Fig. 1: run 1, PDN straps and rails
Scale bar: 20 um. Pins as bars on the die edge.
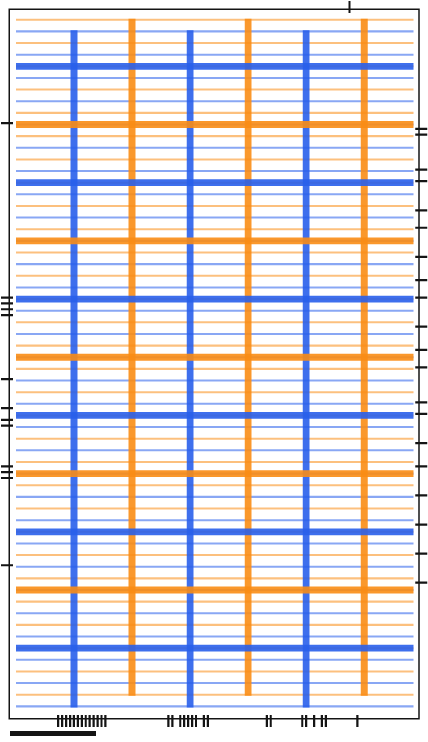
Fig. 2: run 1, cell classes on the final placement
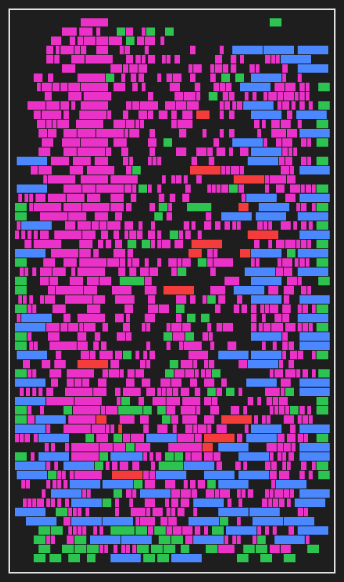
Fig. 3: run 1, clock wires, drivers and flops
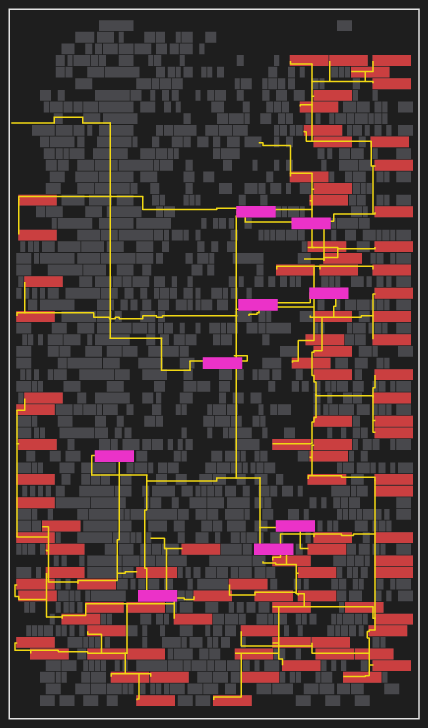
===== config.mk =====
export PLATFORM = sky130hd
export DESIGN_NAME = ft_to_fx
export DESIGN_NICKNAME = d
export VERILOG_FILES = /design/src/rtl/ft_to_fx.sv
export SDC_FILE = /design/constraint.sdc
export NUM_CORES = 1
export LEC_CHECK = 0
export CAP_MARGIN = 0
export CORE_ASPECT_RATIO = 1.75
export CORE_UTILIZATION = 54
export CTS_CLUSTER_SIZE = 30
export DETAILED_ROUTE_END_ITERATION = 16
export PLACE_DENSITY = 0.81
export SKIP_CTS_REPAIR_TIMING = 1
export SLEW_MARGIN = 20
export SYNTH_ARGS = -nofsm -noshare
export SYNTH_HDL_FRONTEND = slang
export SYNTH_SLANG_ARGS = --single-unit
export TNS_END_PERCENT = 20

===== constraint.sdc =====
create_clock -name clk -period 3.6 [get_ports clk]
set_input_delay 0.72 -clock clk [delete_from_list [all_inputs] [get_ports clk]]
set_output_delay 0.72 -clock clk [all_outputs]
set_load 0.01 [all_outputs]

===== src/rtl/ft_to_fx.sv =====
// ft_to_fx: IEEE-754 binary32 to signed fixed-point converter (Q(OUT_W-FRAC_BITS).FRAC_BITS).
// Three registered stages (unpack, align, sign/saturate) under a single stall signal.
// Truncates toward zero. Saturates and flags out-of-range values and Inf. NaN gives 0 with a flag.
module ft_to_fx #(
    parameter int OUT_W     = 24,
    parameter int FRAC_BITS = 22
) (
    input  logic             clk,
    input  logic             rst_n,
    input  logic             in_valid,
    output logic             in_ready,
    input  logic [31:0]      in_data,
    output logic             out_valid,
    input  logic             out_ready,
    output logic [OUT_W-1:0] out_data,
    output logic             out_ovf,
    output logic             out_nan
);

    // Right-shift amount that puts 2^0 of the 24-bit significand on bit FRAC_BITS
    localparam logic signed [9:0] SH_BIAS = 10'(150 - FRAC_BITS);
    localparam logic [63:0]       LIM_W   = 64'd1 << (OUT_W - 1);
    localparam logic [OUT_W-1:0]  MAX_POS = {1'b0, {(OUT_W-1){1'b1}}};
    localparam logic [OUT_W-1:0]  MIN_NEG = {1'b1, {(OUT_W-1){1'b0}}};
    localparam logic [OUT_W-1:0]  ONE_W   = {{(OUT_W-1){1'b0}}, 1'b1};

    logic                    adv_s;
    logic [7:0]              e_s;
    logic [22:0]             m_s;
    logic signed [9:0]       sh_s;

    logic                    v1_r, s1_sign_r, s1_nan_r, s1_inf_r, s1_zero_r;
    logic [23:0]             s1_sig_r;
    logic signed [9:0]       s1_sh_r;

    logic signed [9:0]       neg_sh_s;
    logic [63:0]             mag_wide_s;
    logic                    big_s;

    logic                    v2_r, s2_sign_r, s2_nan_r, s2_inf_r, s2_zero_r, s2_ovf_r, s2_exact_r;
    logic [OUT_W-1:0]        s2_mag_r;

    logic [OUT_W-1:0]        data_s;
    logic                    ovf_s, nan_s;

    logic                    out_valid_r, out_ovf_r, out_nan_r;
    logic [OUT_W-1:0]        out_data_r;

    // The whole pipe advances whenever the output slot is empty or being drained
    assign adv_s    = !out_valid_r | out_ready;
    assign in_ready = adv_s;

    assign e_s  = in_data[30:23];
    assign m_s  = in_data[22:0];
    assign sh_s = SH_BIAS - $signed({2'b00, e_s});

    // Stage 1: unpack fields and classify the input
    always_ff @(posedge clk or negedge rst_n) begin
        if (!rst_n) begin
            v1_r      <= 1'b0;
            s1_sign_r <= 1'b0;
            s1_nan_r  <= 1'b0;
            s1_inf_r  <= 1'b0;
            s1_zero_r <= 1'b0;
            s1_sig_r  <= 24'd0;
            s1_sh_r   <= 10'sd0;
        end else if (adv_s) begin
            v1_r      <= in_valid;
            s1_sign_r <= in_data[31];
            s1_nan_r  <= (e_s == 8'hFF) && (m_s != 23'd0);
            s1_inf_r  <= (e_s == 8'hFF) && (m_s == 23'd0);
            s1_zero_r <= (e_s == 8'h00);
            s1_sig_r  <= {(e_s != 8'h00), m_s};
            s1_sh_r   <= sh_s;
        end
    end

    assign neg_sh_s = 10'sd0 - s1_sh_r;

    // Stage 2 combinational: align significand; huge left shifts are marked as out of range
    always_comb begin
        mag_wide_s = 64'd0;
        big_s      = 1'b0;
        if (s1_zero_r) begin
            mag_wide_s = 64'd0;
        end else if (s1_sh_r >= 10'sd24) begin
            mag_wide_s = 64'd0;
        end else if (s1_sh_r >= 10'sd0) begin
            mag_wide_s = {40'd0, s1_sig_r} >> s1_sh_r[4:0];
        end else if (neg_sh_s > 10'sd32) begin
            big_s = 1'b1;
        end else begin
            mag_wide_s = {40'd0, s1_sig_r} << neg_sh_s[5:0];
        end
    end

    // Stage 2: register aligned magnitude and range classification
    always_ff @(posedge clk or negedge rst_n) begin
        if (!rst_n) begin
            v2_r       <= 1'b0;
            s2_sign_r  <= 1'b0;
            s2_nan_r   <= 1'b0;
            s2_inf_r   <= 1'b0;
            s2_zero_r  <= 1'b0;
            s2_ovf_r   <= 1'b0;
            s2_exact_r <= 1'b0;
            s2_mag_r   <= {OUT_W{1'b0}};
        end else if (adv_s) begin
            v2_r       <= v1_r;
            s2_sign_r  <= s1_sign_r;
            s2_nan_r   <= s1_nan_r;
            s2_inf_r   <= s1_inf_r;
            s2_zero_r  <= !big_s && (mag_wide_s == 64'd0);
            s2_ovf_r   <= !s1_nan_r && (s1_inf_r || big_s || (mag_wide_s >= LIM_W));
            s2_exact_r <= !big_s && (mag_wide_s == LIM_W);
            s2_mag_r   <= mag_wide_s[OUT_W-1:0];
        end
    end

    // Stage 3 combinational: apply sign and saturation; -2^(OUT_W-1) exactly is representable
    always_comb begin
        data_s = {OUT_W{1'b0}};
        ovf_s  = 1'b0;
        nan_s  = 1'b0;
        if (s2_nan_r) begin
            nan_s = 1'b1;
        end else if (s2_zero_r) begin
            data_s = {OUT_W{1'b0}};
        end else if (s2_ovf_r) begin
            if (!s2_sign_r) begin
                data_s = MAX_POS;
                ovf_s  = 1'b1;
            end else begin
                data_s = MIN_NEG;
                ovf_s  = !(s2_exact_r && !s2_inf_r);
            end
        end else begin
            data_s = s2_sign_r ? (~s2_mag_r + ONE_W) : s2_mag_r;
        end
    end

    // Stage 3: output registers, held stable while downstream stalls
    always_ff @(posedge clk or negedge rst_n) begin
        if (!rst_n) begin
            out_valid_r <= 1'b0;
            out_data_r  <= {OUT_W{1'b0}};
            out_ovf_r   <= 1'b0;
            out_nan_r   <= 1'b0;
        end else if (adv_s) begin
            out_valid_r <= v2_r;
            out_data_r  <= data_s;
            out_ovf_r   <= ovf_s;
            out_nan_r   <= nan_s;
        end
    end

    assign out_valid = out_valid_r;
    assign out_data  = out_data_r;
    assign out_ovf   = out_ovf_r;
    assign out_nan   = out_nan_r;

endmodule

==> flow_results.org, run 1 <==
* Implementation run

** Routing
- Drt pass-1 iters :: 5
- Total DRC errors in the routed layout :: 0
- Summing over every cut layer, the via total after detailed routing is 7886.
- Drt initial violations :: 471
- Detailed Route WL :: 27200 um

** Synthesis
- Number of flops mapped to enable cells by yosys :: 0
- Of the synthesized area, sequential elements account for 29.1%.

** Floorplan
- The initialized floorplan defines 59 standard-cell rows.

** Worst setup path
- Reg2Reg Launch Point :: s1_sh_r[1]$_DFFE_PN0P_
- The number of buffers and inverters on the critical path is 3.
- Tracing the worst setup path back leads to its startpoint at s1_sh_r[1]$_DFFE_PN0P_.
- Worst-path cell with the longest stage delay :: or4b_4
- STA puts the critical path data arrival time at 3.77 ns.
- Highest cell delay on the worst timing path :: 0.50 ns

** GRT
- The via count of the first global-routing pass came to 7826.
- The first global-routing pass estimated 42300 um of wire.

** Timing
- The end-of-flow timing check tallies setup violations at 0.
- Setup Total Neg Slack :: 0 ns
- Minimum clock period after layout :: 3.49 ns

** Run status
- Outcome :: finished clean

** Pwr
- The leakage power in the latest report is 3.92 nW.
-- Fig. 1 (at the start) --
- VSS: blue
- VDD: orange
- met5 straps: 11
- met4 straps: 6

-- Fig. 2 (at the start) --
- all other logic: magenta (cells 806; share of their area 59%)
- clock drivers and dummy loads: red (cells 16; share of their area 3.1%)
- flip-flops: blue (cells 96; share of their area 26%)
- other buffers and delay cells: green (cells 122; share of their area 12%)
core footprint: 14900 um^2
Final Cell Area: 9590 um^2
register fraction of the total cell area: 25.1%
final core utilization: 64.3%

-- Fig. 3 (at the start) --
- clock wires: yellow (length 1350 um)
- flip-flops: red (count 96)
- cells driving clock nets: magenta (count 9)
- flops lie: widely spread
- routed clock nets: 10
clock network latency to the later pin of the worst-skew pair: 0.36 ns
clock-net power: 0.000964 W
clock network fraction of total power: 11.6%

run 1: layer usage:
layer  part of all wire [%]  vias up  GRT usage (%)
met3                    4.0      135           6.27
met4                    9.6        0           29.6
met5                      0        -              0
met1                     33     3746           33.7
met2                     53      314           66.5
li1                       -     3691              -
run 1: power breakdown:
group	leakage (nW)	internal [W]	total, W	switching [W]
logic	2.60	0.00242	0.00541	0.00299
clock network	0.141	0.000487	0.000964	0.000477
registers	1.18	0.00144	0.00192	0.000476
run 1: final cells by class:
type                    count  area (um^2)  area share (%)
well taps                 183          229            2.39
flip-flops and latches     96         2400            25.1
clock inverters             6         57.6           0.600
clock buffers              10          229            2.39
inverters                  15         58.8           0.613
repair buffers            122         1130            11.8
multi-input cells         791         5480            57.1
==> run 1 -> run 2 <==
--- a/config.mk
+++ b/config.mk
@@ -7,6 +7,7 @@
 export LEC_CHECK = 0
 export CAP_MARGIN = 0
 export CORE_ASPECT_RATIO = 1.75
+export CORE_MARGIN = 4
 export CORE_UTILIZATION = 54
 export CTS_CLUSTER_SIZE = 30
 export DETAILED_ROUTE_END_ITERATION = 16
@@ -16,4 +17,3 @@
 export SYNTH_ARGS = -nofsm -noshare
 export SYNTH_HDL_FRONTEND = slang
 export SYNTH_SLANG_ARGS = --single-unit
-export TNS_END_PERCENT = 20
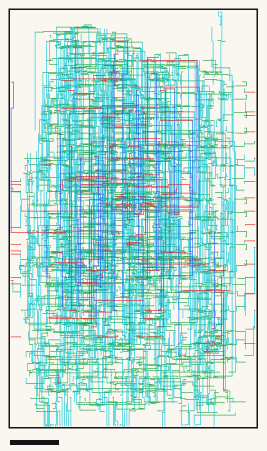
Fig. 4. Signal wires by layer (run 2).
Scale bar: 20 um.
- met2: cyan (wire length 14100 um)
- met1: green (wire length 8950 um)
- met3: red (wire length 1420 um)
- met4: blue (wire length 2480 um)
Total GRT Usage: 31.5%
Detailed Route WL: 26900 um
via count: 7987
per-cell routed wire length: 22.2 um

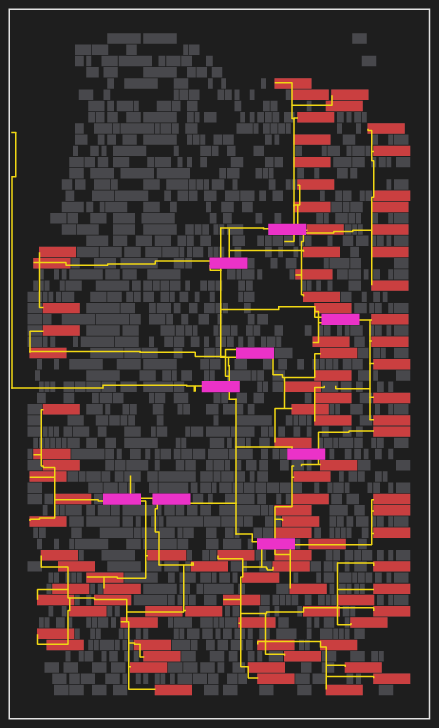
Fig. 5. Clock wires, drivers and flops (run 2).
- clock wires: yellow (length 1280 um)
- cells driving clock nets: magenta (count 9)
- flip-flops: red (count 96)
- flops lie: widely spread
- routed clock nets: 10
clock-net power: 0.000971 W
clk_skew: 0.0191 ns

==> flow_results.org, run 2 <==
* Implementation run

** GRT
- Met1 global-route usage :: 32.2% (-1.6 points)
- The global router reports that the layer with the highest usage is met2.
- The via count of the first global-routing pass is 7916 (+1.2%).
- Global-route track usage on met2 :: 57.4% (-9.1 points)
- The global routing met3 resource utilization is 4.79% (-1.5 points).

** Worst setup path
- Worst-path cell with the longest stage delay :: o31ai_1
- Endpoint arrival time on the critical path :: 3.70 ns (-0.07 ns)
- The delay of the slowest critical-path stage came to 0.57 ns (+0.07 ns).
- For reference, the critical path is launched at s1_sh_r[1]$_DFFE_PN0P_.
- Buffers & Inverters on Critical Path :: 2 (-1)

** Run status
- Outcome :: finished clean

** Timing
- Number of failing setup endpoints in the final timing report :: 0 (unchanged)
- Setup Total Neg Slack :: 0 ns (unchanged)

** Floorplan
- The cell row count came to 59 (unchanged).
- Core footprint :: 14900 um^2 (unchanged)

** Final layout
- Final Cell Area :: 9550 um^2 (-0.43%)
- Final core utilization :: 64.0% (-0.28 points)

** Routing
- Signal nets in the final route climb as high as met4.
- Drt pass-1 iters :: 6 (+1)
- The length of routed met3 wiring was 1420 um (+31%).

** Pwr
- The leakage power total is 3.87 nW (-1.1%).
[run 2: final cells by class]
cell class / instances / area [um^2]
multi-input combinational: 791 / 5500
fill: 1303 / 5370
sequential: 96 / 2400
timing repair buffer: 112 / 1050
tap: 183 / 229
clock buffer: 9 / 225
clock inverter: 7 / 71.3
inverter: 15 / 58.8
[run 2: cells by family after synthesis]
| family | share of synthesized area [%] |
|---|---|
| and+or+nand+nor | 23.1 |
| AOI/OAI and AO/OA | 18.9 |
| muxes | 19.5 |
| DFF | 29.1 |
| buffers and inverters | 5.25 |
| xor gates and xnor gates | 3.28 |
| adders and majority gates | 0.910 |
[run 2: power by group]
group          internal, W  total [W]  switching [W]
logic              0.00242    0.00540        0.00299
clock network     0.000490   0.000971       0.000481
registers          0.00144    0.00194       0.000498
==> run 2 -> run 3 <==
--- a/config.mk
+++ b/config.mk
@@ -12,6 +12,7 @@
 export CTS_CLUSTER_SIZE = 30
 export DETAILED_ROUTE_END_ITERATION = 16
 export PLACE_DENSITY = 0.81
+export REMOVE_ABC_BUFFERS = 1
 export SKIP_CTS_REPAIR_TIMING = 1
 export SLEW_MARGIN = 20
 export SYNTH_ARGS = -nofsm -noshare
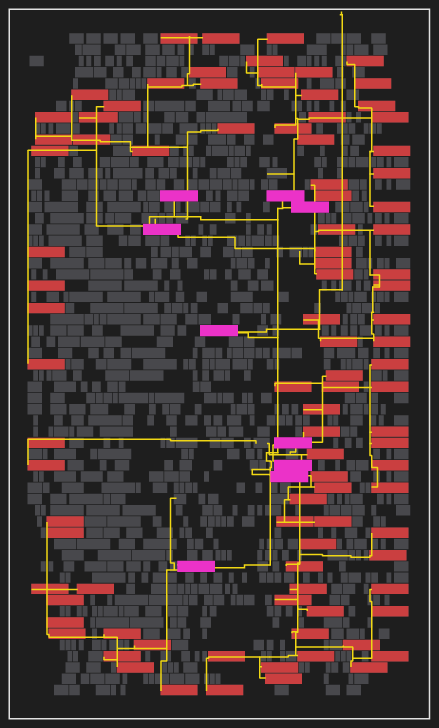
Fig. 6. Clock wires, drivers and flops (run 3).
- clock wires: yellow (length 1350 um)
- cells driving clock nets: magenta (count 9)
- flip-flops: red (count 96)
- flops lie: widely spread
- routed clock nets: 10
clock-net power: 0.000984 W
clock network fraction of total power: 12.0%

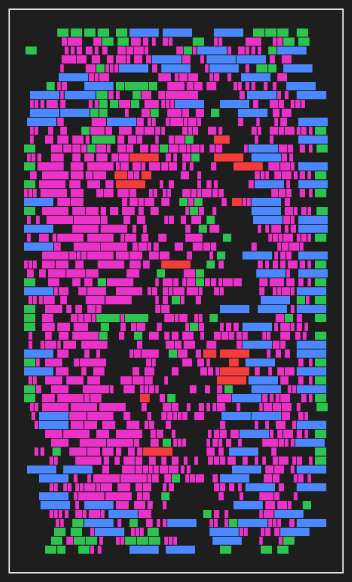
Fig. 7. Cell classes on the final placement (run 3).
- other buffers and delay cells: green (cells 118; share of their area 12%)
- all other logic: magenta (cells 806; share of their area 59%)
- flip-flops: blue (cells 96; share of their area 26%)
- clock drivers and dummy loads: red (cells 16; share of their area 3.2%)

==> flow_results.org, run 3 <==
* Implementation run

** Floorplan
- Tap cells :: 183 (unchanged)
- Core footprint :: 14900 um^2 (unchanged)

** Timing
- Setup Total Neg Slack :: 0 ns (unchanged)
- Number of failing setup endpoints in the final timing report :: 0 (unchanged)
- Clk_skew :: 0.0108 ns (-0.00836 ns)

** Pwr
- The combinational cell power was 0.00535 W (-0.9%).
- Pwr top :: combinational cells
- The share of power burned in registers was 22.8% (-0.5 points).
- Internal power of the cells :: 0.00434 W (-0.15%)
- Gate power share :: 65.2% (+0.2 points)
- Fraction of power spent switching nets :: 47.1% (-0.63 points)
- The leakage power total came to 3.90 nW (+0.76%).
- Net switching power :: 0.00386 W (-2.6%)
- The flip-flop and latch power is 0.00187 W (-4%).

** Final layout
- Final core utilization :: 63.8% (-0.26 points)
- Buffers excl. clock :: 118 (+5.4%)
- Nonclk inv count :: 15 (unchanged)
- Register fraction of the total cell area :: 25.3% (+0.10 points)
- The buffer share of cell area came to 11.5% (+0.43 points).
- # fillers :: 1314 (+0.84%)
- The cell area after layout is 9510 um^2 (-0.41%).
- The combined flip-flop and latch cell area is 2400 um^2 (unchanged).
- Looking at the area split, the leading class of cells is combinational gates.
- The combinational share of cell area was 57.1% (-0.53 points).
- The number of multi-input logic gates is 791 (unchanged).
- Layout clock area frac :: 3.12% (+0.013 points)
- Clock buffers :: 10 (+1)
- The sequential cell count of the final layout is 96 (unchanged).

** Worst setup path
- The worst endpoint data arrival time was 3.70 ns (about the same).
- For reference, the critical path is launched at s1_sh_r[0]$_DFFE_PN0P_.

** Routing
- Uppermost signal routing layer after detailed routing :: met4
- Per-cell routed wire length :: 21.8 um (-1.9%)
- Via count :: 7801 (-2.3%)
- The total detailed-routing wirelength came to 26600 um (-1.4%).

** GRT
- The via count of the first global-routing pass came to 7815 (-1.3%).
- The met1 demand-to-capacity share in global routing was 33.1% (+0.89 points).
- Met3 Use GR :: 4.50% (-0.28 points)
- Total GRT Usage :: 31.6% (+0.15 points)
- Layer with the highest usage :: met2

** Run status
- Outcome :: finished clean

** Synthesis
- The post-synthesis share of cell area spent on and, or, nand and nor gates came to 23.1% (unchanged).
- The mux contribution to synthesized area was 19.5% (unchanged).
- Area fraction in full adders, half adders and majority gates :: 0.910% (unchanged)
- Post-synthesis xor/xnor area fraction :: 3.28% (unchanged)
- The synthesized-area fraction occupied by ao, oa, aoi and oai cells is 18.9% (unchanged).
- The synthesis run identifies the leading combinational cell family as simple AND/OR/NAND/NOR gates.
run 3: netlist changes by cell type in the layout (fill, tap and decap cells not counted), moves of 2 or more:
cell / delta
inv_6: +2
buf_4: +7
ha_1: +2
nor2_2: -2
nor3_4: -2
ha_4: -2
nor2_1: +2
nor3_2: +2
run 3: critical path: stages (launching register included):
cell,delay (ns)
dfrtp_2,0.38
inv_2,0.05
ha_1,0.31
buf_12,0.25
mux2_1,0.42
mux4_2,0.55
nand3_1,0.13
o311ai_0,0.18
nand3_1,0.23
o2111ai_1,0.20
nor4_2,0.33
nand4_1,0.15
o21ai_1,0.15

==> gallery <==
Congestion heat map.
Plate I
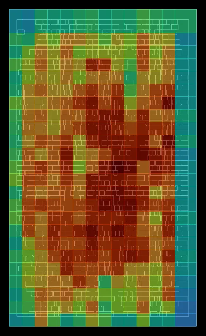
Plate II
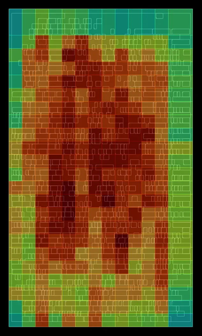
Plate III
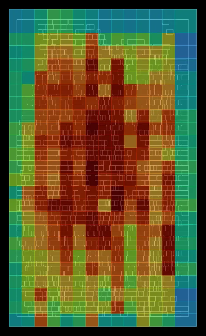
For run 1, see Plate II.
For run 3, see Plate I.
For run 2, see Plate III.

No activity file was given, so power comes from the tool's default toggle rates.
